**src/rtl/uivbuf_pkg.sv**
```systemverilog
// Shared types and helpers for the uivbuf frame-buffer index manager.
// Optional statistics counters are enabled by defining UIVBUF_STAT_EN.
package uivbuf_pkg;

  typedef enum logic {
    W_IDLE = 1'b0,
    W_BUSY = 1'b1
  } wr_state_t;

  localparam int STAT_W = 16;

  function automatic int idx_w(input int buf_num);
    return $clog2(buf_num);
  endfunction

endpackage

```
**src/rtl/uivbuf_mgr_if.sv**
```systemverilog
// Bus between the video writer/reader side (master) and uivbuf_mgr (slave).
// Optional statistics ports are present when UIVBUF_STAT_EN is defined.
//
// Signalling: there is no valid/ready back-pressure. wr_fs_i, wr_fe_i and rd_fs_i
// are single-cycle pulses that are always accepted on the rising edge where they
// are high. Every response (index change, wr_busy_o, rd_new_o/rd_rep_o pulses,
// counters) appears on the registered outputs exactly one cycle later.
interface uivbuf_mgr_if #(
  parameter int BUF_W = 8
);
  logic             wr_fs_i;
  logic             wr_fe_i;
  logic             rd_fs_i;
  logic [BUF_W-1:0] wr_bufn_o;
  logic [BUF_W-1:0] rd_bufn_o;
  logic             wr_busy_o;
  logic             rd_new_o;
  logic             rd_rep_o;
`ifdef UIVBUF_STAT_EN
  logic [15:0]      drop_cnt_o;
  logic [15:0]      rep_cnt_o;

  modport master (
    output wr_fs_i, wr_fe_i, rd_fs_i,
    input  wr_bufn_o, rd_bufn_o, wr_busy_o, rd_new_o, rd_rep_o,
    input  drop_cnt_o, rep_cnt_o
  );
  modport slave (
    input  wr_fs_i, wr_fe_i, rd_fs_i,
    output wr_bufn_o, rd_bufn_o, wr_busy_o, rd_new_o, rd_rep_o,
    output drop_cnt_o, rep_cnt_o
  );
`else
  modport master (
    output wr_fs_i, wr_fe_i, rd_fs_i,
    input  wr_bufn_o, rd_bufn_o, wr_busy_o, rd_new_o, rd_rep_o
  );
  modport slave (
    input  wr_fs_i, wr_fe_i, rd_fs_i,
    output wr_bufn_o, rd_bufn_o, wr_busy_o, rd_new_o, rd_rep_o
  );
`endif
endinterface

```
**src/rtl/uivbuf_pick.sv**
```systemverilog
// Combinational lowest-free buffer picker: returns the lowest index whose
// exclusion bit is clear (0 if every bit is set, which the caller never allows).
module uivbuf_pick
  import uivbuf_pkg::*;
#(
  parameter int BUF_NUM = 3,
  parameter int IDX_W   = idx_w(BUF_NUM)
) (
  input  logic [BUF_NUM-1:0] excl,
  output logic [IDX_W-1:0]   idx
);

  // Scan from the top so the last hit written is the lowest free index.
  always_comb begin
    idx = '0;
    for (int i = BUF_NUM - 1; i >= 0; i--) begin
      if (!excl[i]) idx = IDX_W'(i);
    end
  end

endmodule

```
**src/rtl/uivbuf_mgr.sv**
```systemverilog
// N-buffer video frame-buffer index manager. Gives the writer a free buffer,
// publishes completed frames and hands the reader the newest complete frame,
// repeating the current one on underrun and dropping aborted frames.
// Define UIVBUF_STAT_EN to add saturating drop/repeat counters.
module uivbuf_mgr
  import uivbuf_pkg::*;
#(
  parameter int BUF_NUM = 3,
  parameter int BUF_W   = 8
) (
  input logic         ui_clk,
  input logic         ui_rst_n,
  uivbuf_mgr_if.slave bus
);

  localparam int IDX_W = idx_w(BUF_NUM);

  if (BUF_NUM < 3 || BUF_NUM > 16) begin : g_bad_buf_num
    $error("uivbuf_mgr: BUF_NUM must be in 3..16");
  end
  if (BUF_W < IDX_W) begin : g_bad_buf_w
    $error("uivbuf_mgr: BUF_W must be >= index width");
  end

  wr_state_t          state, state_nxt;
  logic [IDX_W-1:0]   wr_idx, rd_idx, last_idx;
  logic               last_vld;
  logic [IDX_W-1:0]   rd_nxt, last_nxt, cand, pick_idx;
  logic               last_vld_nxt, cand_vld;
  logic               pub, start, take, rep;
  logic [BUF_NUM-1:0] excl;
  logic               rd_new_q, rd_rep_q;

  // Writer state register.
  always_ff @(posedge ui_clk or negedge ui_rst_n) begin
    if (!ui_rst_n) state <= W_IDLE;
    else           state <= state_nxt;
  end

  // Writer next state: a frame start always (re)enters BUSY, a frame end leaves it.
  always_comb begin
    state_nxt = state;
    case (state)
      W_IDLE:  if (bus.wr_fs_i) state_nxt = W_BUSY;
      W_BUSY:  if (bus.wr_fs_i) state_nxt = W_BUSY;
               else if (bus.wr_fe_i) state_nxt = W_IDLE;
      default: state_nxt = W_IDLE;
    endcase
  end

  // Writer control outputs: publish only a frame that was actually in progress.
  always_comb begin
    pub   = (state == W_BUSY) && bus.wr_fe_i;
    start = bus.wr_fs_i;
  end

  // Reader decision and exclusion mask; a same-cycle publish is visible to both.
  always_comb begin
    last_nxt     = pub ? wr_idx : last_idx;
    last_vld_nxt = pub | last_vld;
    cand         = last_nxt;
    cand_vld     = last_vld_nxt;
    take         = bus.rd_fs_i && cand_vld && (cand != rd_idx);
    rep          = bus.rd_fs_i && !take;
    rd_nxt       = take ? cand : rd_idx;
    excl         = (BUF_NUM'(1) << rd_idx) | (BUF_NUM'(1) << rd_nxt);
    if (last_vld_nxt) excl = excl | (BUF_NUM'(1) << last_nxt);
  end

  uivbuf_pick #(
    .BUF_NUM (BUF_NUM),
    .IDX_W   (IDX_W)
  ) u_pick (
    .excl (excl),
    .idx  (pick_idx)
  );

  // Index registers and reader pulses.
  always_ff @(posedge ui_clk or negedge ui_rst_n) begin
    if (!ui_rst_n) begin
      wr_idx   <= '0;
      rd_idx   <= IDX_W'(BUF_NUM - 1);
      last_idx <= '0;
      last_vld <= 1'b0;
      rd_new_q <= 1'b0;
      rd_rep_q <= 1'b0;
    end else begin
      if (start) wr_idx <= pick_idx;
      rd_idx   <= rd_nxt;
      last_idx <= last_nxt;
      last_vld <= last_vld_nxt;
      rd_new_q <= take;
      rd_rep_q <= rep;
    end
  end

  assign bus.wr_bufn_o = BUF_W'(wr_idx);
  assign bus.rd_bufn_o = BUF_W'(rd_idx);
  assign bus.wr_busy_o = (state == W_BUSY);
  assign bus.rd_new_o  = rd_new_q;
  assign bus.rd_rep_o  = rd_rep_q;

`ifdef UIVBUF_STAT_EN
  logic              abort;
  logic [STAT_W-1:0] drop_cnt, rep_cnt;

  // An abort is a frame start while busy with no frame end to publish.
  always_comb begin
    abort = (state == W_BUSY) && bus.wr_fs_i && !bus.wr_fe_i;
  end

  // Saturating statistics counters.
  always_ff @(posedge ui_clk or negedge ui_rst_n) begin
    if (!ui_rst_n) begin
      drop_cnt <= '0;
      rep_cnt  <= '0;
    end else begin
      if (abort && (drop_cnt != '1)) drop_cnt <= drop_cnt + 1'b1;
      if (rep && (rep_cnt != '1))    rep_cnt  <= rep_cnt + 1'b1;
    end
  end

  assign bus.drop_cnt_o = drop_cnt;
  assign bus.rep_cnt_o  = rep_cnt;
`endif

endmodule

```
**src/flat_wrapper.sv**
```systemverilog
// flat-port wrapper written by rule: the top's interface ports become plain ports
module uivbuf_mgr_flat import uivbuf_pkg::*;
#(
  parameter int BUF_NUM = 3,
  parameter int BUF_W   = 8
)
  (ui_clk, ui_rst_n, bus_wr_fs_i, bus_wr_fe_i, bus_rd_fs_i, bus_wr_bufn_o, bus_rd_bufn_o, bus_wr_busy_o, bus_rd_new_o, bus_rd_rep_o);
  uivbuf_mgr_if #(.BUF_W(BUF_W)) bus_i ();
  input logic ui_clk;
  input logic ui_rst_n;
  input wire logic [$bits(bus_i.wr_fs_i)-1:0] bus_wr_fs_i;
  input wire logic [$bits(bus_i.wr_fe_i)-1:0] bus_wr_fe_i;
  input wire logic [$bits(bus_i.rd_fs_i)-1:0] bus_rd_fs_i;
  output wire logic [$bits(bus_i.wr_bufn_o)-1:0] bus_wr_bufn_o;
  output wire logic [$bits(bus_i.rd_bufn_o)-1:0] bus_rd_bufn_o;
  output wire logic [$bits(bus_i.wr_busy_o)-1:0] bus_wr_busy_o;
  output wire logic [$bits(bus_i.rd_new_o)-1:0] bus_rd_new_o;
  output wire logic [$bits(bus_i.rd_rep_o)-1:0] bus_rd_rep_o;
  assign bus_i.wr_fs_i = bus_wr_fs_i;
  assign bus_i.wr_fe_i = bus_wr_fe_i;
  assign bus_i.rd_fs_i = bus_rd_fs_i;
  assign bus_wr_bufn_o = bus_i.wr_bufn_o;
  assign bus_rd_bufn_o = bus_i.rd_bufn_o;
  assign bus_wr_busy_o = bus_i.wr_busy_o;
  assign bus_rd_new_o = bus_i.rd_new_o;
  assign bus_rd_rep_o = bus_i.rd_rep_o;
  uivbuf_mgr #(.BUF_NUM(BUF_NUM), .BUF_W(BUF_W)) u_core (.ui_clk(ui_clk), .ui_rst_n(ui_rst_n), .bus(bus_i));
endmodule
```
**config.mk**
```make
export PLATFORM = sky130hd
export DESIGN_NAME = uivbuf_mgr_flat
export DESIGN_NICKNAME = d
export VERILOG_FILES = /design/src/rtl/uivbuf_pkg.sv /design/src/rtl/uivbuf_mgr_if.sv /design/src/rtl/uivbuf_pick.sv /design/src/rtl/uivbuf_mgr.sv /design/src/flat_wrapper.sv
export SDC_FILE = /design/constraint.sdc
export NUM_CORES = 1
export LEC_CHECK = 0
export CORE_MARGIN = 8
export CORE_UTILIZATION = 38
export CTS_BUF_LIST = sky130_fd_sc_hd__clkbuf_8
export DETAILED_ROUTE_END_ITERATION = 8
export GPL_TIMING_DRIVEN = 1
export PLACE_DENSITY_LB_ADDON = 0.15
export SYNTH_ARGS = -nofsm -noshare
export SYNTH_HDL_FRONTEND = slang
export SYNTH_SLANG_ARGS = --single-unit
```
**constraint.sdc**
```tcl
create_clock -name ui_clk -period 1.3 [get_ports ui_clk]
set_clock_uncertainty 0.15 [all_clocks]
set_input_delay 0.195 -clock ui_clk [delete_from_list [all_inputs] [get_ports ui_clk]]
set_output_delay 0.195 -clock ui_clk [all_outputs]
set_load 0.02 [all_outputs]
```
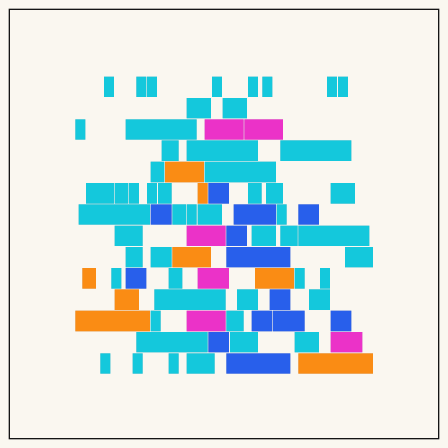
*Sizing map*
legend:
  x3 and x4:
    color: blue
    cells: 13
    share: 16%
  x2:
    color: orange
    cells: 8
    share: 10%
  x1 and smaller:
    color: cyan
    cells: 53
    share: 66%
  x6 and larger:
    color: magenta
    cells: 6
    share: 7.5%
Layout Cell Area excl Fill: 809.5 µm²
bufs w/o clock: 21
Area Growth Syn to Fin: 42.20%

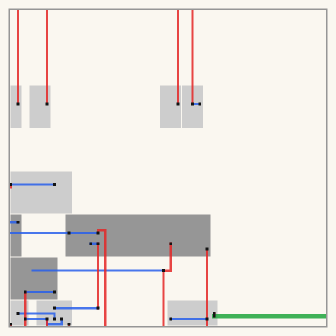
*Zoomed window*
Region (31, 31) to (51, 51) µm. Cells in gray, sequential cells in the stronger gray; small squares are vias.
legend:
  M3:
    color: green
  M1:
    color: blue
  M2:
    color: red
cells with their middle in the window: 9
most frequent: conb_1 (4)
sequential cells in the window: 1
netlist names of flops here include: `u_core.wr_idx` (1)

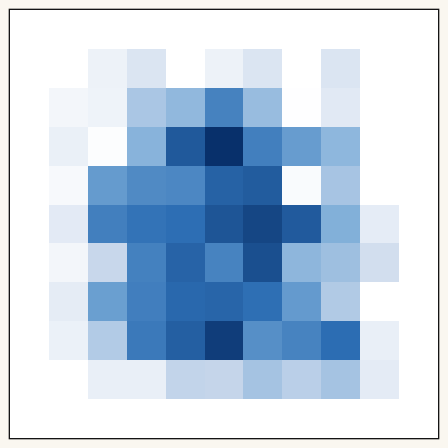
*Cell density map*
11 x 11 tiles, from white (low) to dark blue (high), 0 to 100% covered.
densest ninth of the die: middle
tiles over 75% full: 12%
mean over tiles: 26%
nearly empty tiles: 42%
fullest tile: 100%
Pre-Place Util: 39.16%
core area: 1454 µm²

==> run summary <==
overall fraction of global-route tracks in use: 9.378%
syn_area_per_cell: 10.17 µm²
Detail Route Antenna Nets: 0
Synth cell types: 24
via count of the routed design: 415
top achievable clock speed: 0.6970 GHz
non-filler cells in the finished layout: 96
Worst Setup Start Kind: flop
proportion of total power due to net switching: 34.84%
area of the die: 2993 µm²
chip area line of the yosys report: 569.3 µm²
ordered cell list for the critical path: nand2_4 > mux2i_4 > mux2i_2 > nor3_1
buffer count from post-CTS setup fixing: 3
reg-to-reg setup timing slack: -130 ps
number of diodes added for antenna fixing: 0
half-perimeter wire length after placement: 919.9 µm
library cell with the highest instance count after synthesis: sky130_fd_sc_hd__buf_4
reg-to-reg startpoint: u_core.bus.wr_busy_o
residual DRC count: 0
Slew Limit Fails: 0
cell area after technology mapping: 569.3 µm²
antenna violations before repair: 0
fraction of registers with async set or reset after synthesis: 100.0%
predominant post-synthesis flop cell: sky130_fd_sc_hd__dfrtp_1
Switch Pwr: 591.9 µW
share of total power in combinational logic: 48.7%
comb pwr: 828 µW
count of hold-fix buffers inserted at cts: 0
flip-flop and latch count after synthesis: 10
routability congestion estimate from global placement: 0.6581
Sinks on Clock Net: 10
Clk Tree Root Cell: sky130_fd_sc_hd__clkbuf_8
share of synthesized area occupied by flip-flops and latches: 44.18%
clock-pin slew on the worst setup and hold paths: 50 ps
Clk power: 391 µW
Maximum Capacitance Violations: 0
count of flip-flops with a built-in enable after synthesis: 0
gate count of the mapped netlist: 56
Pleak: 0.4032 nW
area fraction of the dominant cell type after synthesis: 39.56%
fraction of power consumed by sequential logic: 28.3%
data required time at the worst endpoint: 1270 ps
largest fanout on the critical path: 4
final critical delay including setup and external delays: 1435 ps
Bufs and invs on worst path: 0
total length of routed wires: 1193 µm
largest net degree at the start of global routing: 11
Post-Place Cell Area: 729.5 µm²
CTS tree: built
net count reported at finish: 86
Logic area: 275.3 µm²
count of final hold-check violations: 0
total CTS buffers: 3
violated checks: negative setup slack
count of pins on the block boundary: 24
VDD IR max: 0.001131 V
Pwr per Cell Area: 2098 nW/µm²
arrival time worst endpoint: 1400 ps
layout cell share with drive strength beyond 1: 33.75%
flip-flop and latch area: 252.7 µm²
fin crit share: 110.4%
router iterations before antenna repair: 4
critical setup path kind: flop to flop
clock share of power: 23.0%
cell count after placement: 90
vias per inst: 4.323
global-route wire length before repair: 1973 µm
highest cell delay on the worst timing path: 430 ps
top area cells in the synthesized netlist: sky130_fd_sc_hd__dfrtp_1, sky130_fd_sc_hd__buf_4, sky130_fd_sc_hd__mux2i_1
most common logic cell in the routed design: sky130_fd_sc_hd__conb_1
Avg WL per Cell: 12.43 µm
Crit Reg-Reg Endpoint: u_core.bus.rd_rep_o
total global routing overflow: 0
Hold WC Path Type: input pin to async pin
ranking of synthesized cells by instance count: sky130_fd_sc_hd__buf_4, sky130_fd_sc_hd__dfrtp_1, sky130_fd_sc_hd__inv_1, sky130_fd_sc_hd__mux2i_1, sky130_fd_sc_hd__nand3_1
worst r2r path cells: 4
slowest stage cell, crit path: sky130_fd_sc_hd__dfrtp_2
Sequential Power: 480 µW
Yosys warning count: 0
clock insertion delay at the later pin of the skew report: 230 ps
internal power contribution: 1.107 mW
result of the run: finished, violations left
H-tree levels: 1
number of logged tool warnings: 29
dpl ws: -428.4 ps
vias in the first global route: 438
commonest cells after routing, fill and taps aside: sky130_fd_sc_hd__conb_1, sky130_fd_sc_hd__buf_4, sky130_fd_sc_hd__dfrtp_1, sky130_fd_sc_hd__inv_1
maximum buffer depth of the clock tree: 2
capturing element type of the critical path: flop
total cells reported by yosys after synthesis: 56
post-cts repair resize count: 21
Final setup viols: 4
biggest area consumer among synthesized cells: sky130_fd_sc_hd__dfrtp_1
final worst slack: -134.7 ps
kind of cell adding the most delay to the critical path: multiplexers
Largest Pwr Group: combinational cells
RSZ-0062 raised after global routing: yes
Final Power: 1.699 mW
violation count after the first detailed-route iteration: 5
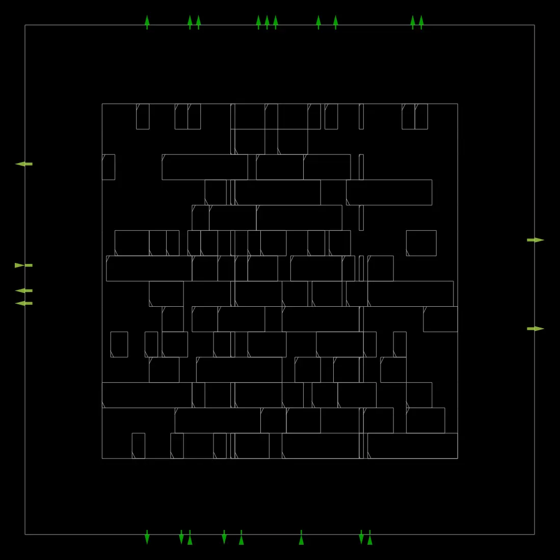
*Cell outlines without signal wires*
number of well-tap cells placed: 16
final core utilization: 55.68%
number of core rows: 14
number of fill cells in the layout: 153

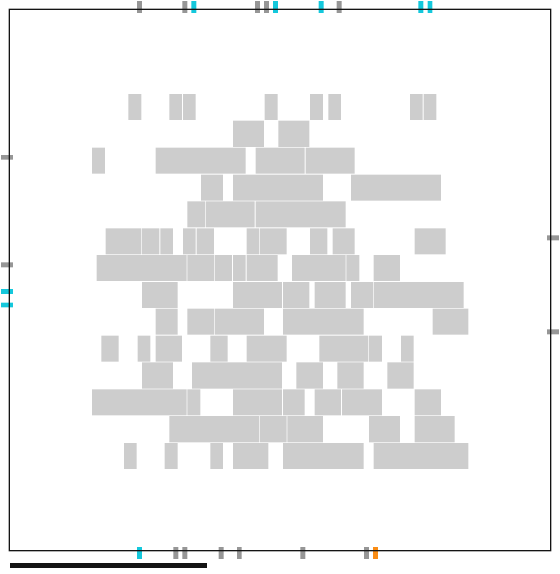
*Pin map*
Bar = 20 µm. Pins as bars across the die edge, other pins in gray.
legend:
  `bus_wr_fe_i`:
    color: orange
    pins: 1
    direction: input
    edge: bottom
  `bus_rd_bufn_o`:
    color: cyan
    pins: 8
    direction: output
    edge: 5 top, 2 left, 1 bottom
floorplan die height: 54.71 µm
Die W: 54.71 µm
IO buf count: 11

[area by class of cell]
type                       instances  area share, %
clock buffer                       4          6.801
inverter                           7          3.246
multi-input combinational         38          34.00
sequential                        10          31.22
tap                               16          2.473
timing repair buffer              21          22.26
[stage by stage]
step	TNS, ps	hold WS (ps)
finish	-432.2	99.11
global route	-860.5	115.6
CTS	-569.6	103.6
detailed placement	-2855	359.2
global placement	-2618	347.7
floorplan	-264.7	-250.6
[worst max path at each step]
stage,cells past startpoint,start,to
6_report,4,u_core.bus.wr_busy_o,u_core.bus.rd_rep_o
5_1_grt,4,u_core.bus.wr_busy_o,u_core.bus.rd_rep_o
4_1_cts,4,u_core.bus.wr_busy_o,u_core.bus.rd_new_o
3_5_place_dp,5,bus_wr_fe_i,u_core.bus.rd_new_o
3_3_place_gp,5,bus_wr_fe_i,u_core.bus.rd_new_o
2_1_floorplan,4,u_core.bus.wr_busy_o,u_core.bus.rd_new_o
[flip-flops by register name (all words and copies together) (netlist names)]
register              count
u_core.rd_idx             2
u_core.bus.rd_new_o       1
u_core.last_idx           2
u_core.last_vld           1
u_core.bus.wr_busy_o      1
u_core.bus.rd_rep_o       1
u_core.wr_idx             2
[cell families after synthesis]
logic type             after synthesis  synth area share [%]
AND-OR/OR-AND                        7                 7.471
XOR/XNOR                             1                 1.539
buffers and inverters               19                 20.44
flip-flops                          10                 44.18
multiplexers                         6                 13.63
other                                1                0.6587
AND/OR/NAND/NOR                     12                 12.09
[layer usage]
| metal | share of wire [%] | track usage (%) | up-vias |
|---|---|---|---|
| met3 | 4.1 | 2.989 | 2 |
| met2 | 51 | 12.83 | 8 |
| met5 | 0 | 0 | - |
| li1 | - | - | 206 |
| met4 | 2.8 | 8.607 | 0 |
| met1 | 42 | 11.29 | 199 |
Power is estimated from default activity; no workload was simulated.
